==> config.mk <==
export PLATFORM = sky130hd
export DESIGN_NAME = ext_mem_arbiter
export DESIGN_NICKNAME = d
export VERILOG_FILES = /design/src/rtl/ext_mem_arbiter_pkg.sv /design/src/rtl/ext_mem_arbiter_rr_arbiter2.sv /design/src/rtl/ext_mem_arbiter.sv
export SDC_FILE = /design/constraint.sdc
export NUM_CORES = 1
export LEC_CHECK = 0
export ABC_AREA = 1
export CORE_AREA = 2 2 643 645
export CTS_CLUSTER_SIZE = 8
export DETAILED_ROUTE_END_ITERATION = 6
export DIE_AREA = 0 0 645 647
export GPL_ROUTABILITY_DRIVEN = 0
export HOLD_SLACK_MARGIN = 0.03
export PLACE_DENSITY = 0.3
export SLEW_MARGIN = 20
export SYNTH_ARGS = -nofsm -noshare
export SYNTH_HDL_FRONTEND = slang
export SYNTH_SLANG_ARGS = --single-unit
==> constraint.sdc <==
create_clock -name clk -period 1.98 [get_ports clk]
set_input_delay 0.198 -clock clk [delete_from_list [all_inputs] [get_ports clk]]
set_output_delay 0.198 -clock clk [all_outputs]
set_load 0.02 [all_outputs]
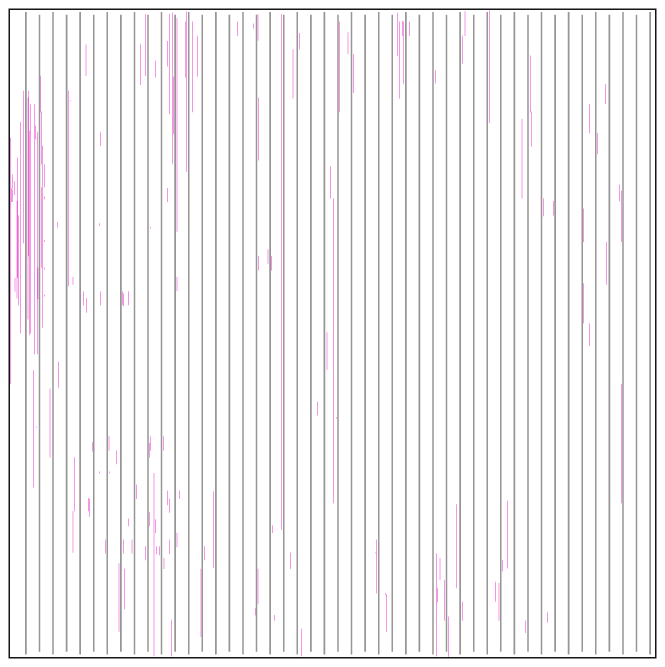
Figure 1: run 1, M4 wires.
(1 px per um) Supply wires on this layer in gray.
share of all routed wire: 3.0%
nets with wire on the layer: 111
wire length on this layer: 8110 um
longest straight run: 515 um
overall via count from detail_route: 36600
final wirelength: 269000 um

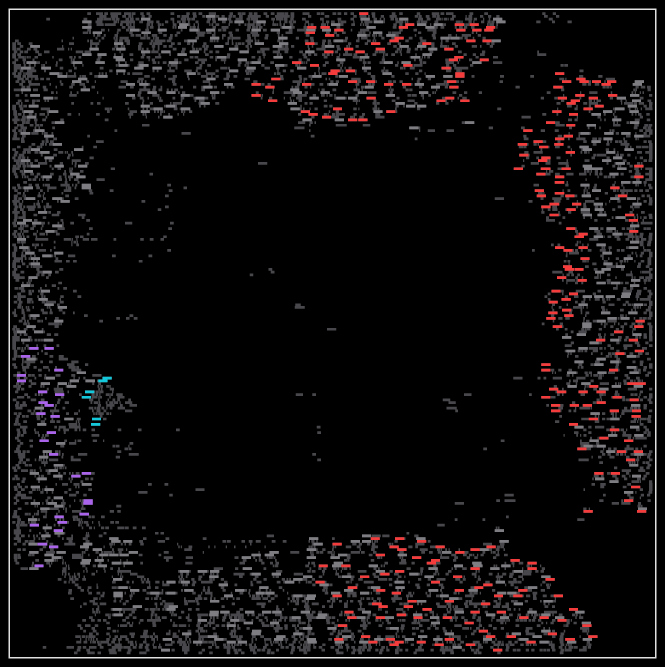
Figure 2: run 1, sequential cells colored by netlist name.
(1 px per um)
| name in the netlist | color | flops |
|---|---|---|
| `cnt_q` | cyan | 6 |
| `req1_rdata` | red | 256 |
| `mem_addr` | purple | 27 |
not colored: 521
sequential power: 29100 uW
sequential portion of the cell area: 30.1%

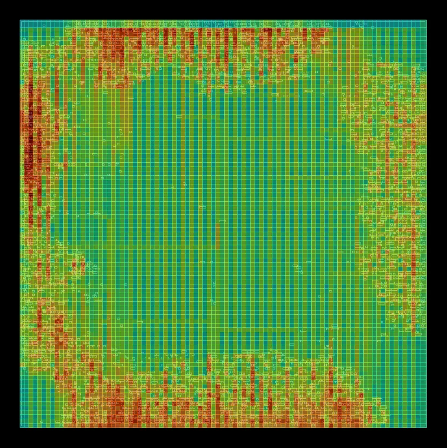
Figure 3: run 1, congestion heat map.
total global-route track usage: 12.3%
met2 demand-to-capacity share in global routing: 23.1%
Layout Utilization: 16.4%

==> flow_summary.json <==
{
  "ys_cells": 3663,
  "slew-limit-headroom_pct": 56.4,
  "cts-hold-fix-buffers": 630,
  "cp_top_family": "buffers and inverters",
  "unrepaired_setup_endpoints_after_global_routing": "true",
  "row_count": 236,
  "tritoncts_num_sinks": 810,
  "maximum_net_fanout_on_the_critical_path": 44,
  "fin_skew_ps": 98.1,
  "tritoncts.num_buffers": 123,
  "final_cell_mix": "sky130_fd_sc_hd__clkdlybuf4s50_1, sky130_fd_sc_hd__dfrtp_1, sky130_fd_sc_hd__nand2_1",
  "yosys_area_um2": 33900,
  "drt-initial-drc-count": 2285,
  "detailedPlace.worstSlack_ps": -706,
  "netlist_instances": 3663,
  "synth.area.top_cells": "sky130_fd_sc_hd__dfrtp_1, sky130_fd_sc_hd__nand2_1, sky130_fd_sc_hd__o21ai_1",
  "crit_path_cell_trace": "dlygate4sd3_1 > clkdlybuf4s50_1 > inv_2 > nor3_4 > buf_4 > nand3_4 > buf_12 > buf_16 > buf_16 > nand2_1 > o21ai_2",
  "p_leak_uw": 0.0301,
  "tritoncts": "done",
  "number_of_global_route_vias_before_repair": 38300,
  "routed_via_density": 3.16,
  "die_w_um": 645,
  "postSynth.topFlopCell": "sky130_fd_sc_hd__dfrtp_1",
  "place_hpwl_um": 221000,
  "endpoints_failing_hold": 0,
  "top_level_pins": 1644,
  "die_height_um": 647,
  "timing.reg2reg.setup_slack_ps": 110,
  "drt-wirelength-per-cell_um": 23.2,
  "vdd_ir_drop_max_uv": 718,
  "antenna_found_initial": 89,
  "grt_first_pass_wirelength_um": 355000,
  "power_per_cell_area_nw_per_um2": 1400,
  "net_count_final": 6874,
  "max_slew.worst_pin.slew_ps": 652,
  "dpl.cell_count": 10700,
  "clock-root-buffer": "sky130_fd_sc_hd__clkbuf_16",
  "ys_ff": 810,
  "minimum_hold_slack_ps": 97.0,
  "detail_route.drc_violations": 0,
  "worst_setup_path_start_kind": "input port",
  "worstPathBufferInverterCount": 7,
  "grt_max_degree": 83,
  "slew_viol_final": 0,
  "path_common_cell": "sky130_fd_sc_hd__buf_16",
  "placement.io_buffers": 1628,
  "drt_first_pass_iters": 5,
  "synth.cell_area_um2": 33900,
  "setup_viol_count_final": 0,
  "postSynthAreaPerCell_um2": 9.26,
  "die_area_um2": 417000,
  "outcome": "completed",
  "synth.yosys.warnings": 0,
  "worstSetupPathDepth": 11,
  "post_cts_resize_count": 1077,
  "clk-insertion-delay-late_ps": 890,
  "place_area_um2": 58000,
  "fin_cells": 11600,
  "min_cycle_time_layout_ps": 1920,
  "clk_path_buf_depth": 4,
  "worst_hold_path_depth": 3,
  "fmaxAchievable_mhz": 521,
  "design.core.area_um2": 411000,
  "worst-r2r-cell-count": 11,
  "clk_pin_slew_ps": 60,
  "drt.antenna.violating_nets": 0,
  "crit_slowest_cell": "sky130_fd_sc_hd__dlygate4sd3_1",
  "layout_setup_ws_ps": 61.0,
  "htree_levels": 3,
  "crit_arrival_ps": 2640,
  "drive_gt1_share_pct": 12.6,
  "yosys.stat.seqShare_pct": 59.7,
  "finish.instance_area_um2": 67600,
  "total_power_uw": 94500,
  "synth-edff-count": 0,
  "final_common_cell": "sky130_fd_sc_hd__clkdlybuf4s50_1",
  "setup_total_negative_slack_ps": 0,
  "top_area_cell": "sky130_fd_sc_hd__dfrtp_1",
  "post-cts-setup-buffers": 2,
  "share_of_the_clock_period_used_by_the_worst_path_after_layout_pct": 96.9,
  "max-cap-violations": 0,
  "layout_overhead_on_the_synthesized_area_pct": 99.2,
  "post_synthesis_async_set_or_reset_flop_share_pct": 100,
  "worst-endpoint-required_ps": 2700,
  "timing.setup.critical_path_class": "in -> reg",
  "synth.distinct_cells": 26,
  "proportion_of_netlist_area_held_by_the_largest_area_contributor_pct": 59.7,
  "hold_path.class": "in -> reg",
  "setup.worst_path.end_class": "flip-flop",
  "tool_warnings": 37,
  "grt_remaining_overflow": 0,
  "initial_utilization_pct": 8.26,
  "crit_path_max_incr_delay_ps": 580
}
-- run 1: routing by layer --
layer / GRT usage (%) / vias up / routed length (um)
met4: 3.30 / 24 / 8110
met1: 13.9 / 18100 / 104000
met5: 0 / - / 143
li1: - / 16800 / -
met3: 2.84 / 352 / 15200
met2: 23.1 / 1357 / 142000
-- run 1: area by class of cell --
| type | instances | area, um2 |
|---|---|---|
| fillers | 46600 | 343000 |
| repair buffers | 2519 | 24800 |
| flip-flops and latches | 810 | 20300 |
| multi-input cells | 2312 | 11100 |
| well taps | 5474 | 6850 |
| clock buffers | 151 | 3280 |
| inverters | 268 | 1020 |
| clock inverters | 12 | 178 |
| diodes | 43 | 108 |
-- run 1: cells in the mapped netlist (8+ instances only) --
cell type and n:
sky130_fd_sc_hd__buf_6 53, sky130_fd_sc_hd__o21ai_0 395, sky130_fd_sc_hd__inv_1 263, sky130_fd_sc_hd__buf_2 141, sky130_fd_sc_hd__nand2_1 708, sky130_fd_sc_hd__o21ai_2 162
sky130_fd_sc_hd__nand3_1 292, sky130_fd_sc_hd__o21ai_1 441, sky130_fd_sc_hd__buf_4 8, sky130_fd_sc_hd__nor2_1 254, sky130_fd_sc_hd__clkbuf_1 72, sky130_fd_sc_hd__a21oi_1 42
sky130_fd_sc_hd__dfrtp_1 810
-- run 1: power breakdown --
group / internal [uW] / switching (uW) / total, uW
registers: 23900 / 5180 / 29100
logic: 16300 / 28900 / 45200
clock network: 11800 / 8420 / 20200
total: 52000 / 42500 / 94500
-- run 1: cells by family after synthesis --
logic type / after synthesis / synth area share [%]
AND/OR/NAND/NOR: 1265 / 15.3
other: 1 / 0.0110
XOR/XNOR: 1 / 0.0258
buffers and inverters: 545 / 7.81
flip-flops: 810 / 59.7
adder cells (fa/ha/maj): 1 / 0.0369
AND-OR/OR-AND: 1040 / 17.1
Power and IR drop assume default switching activity.
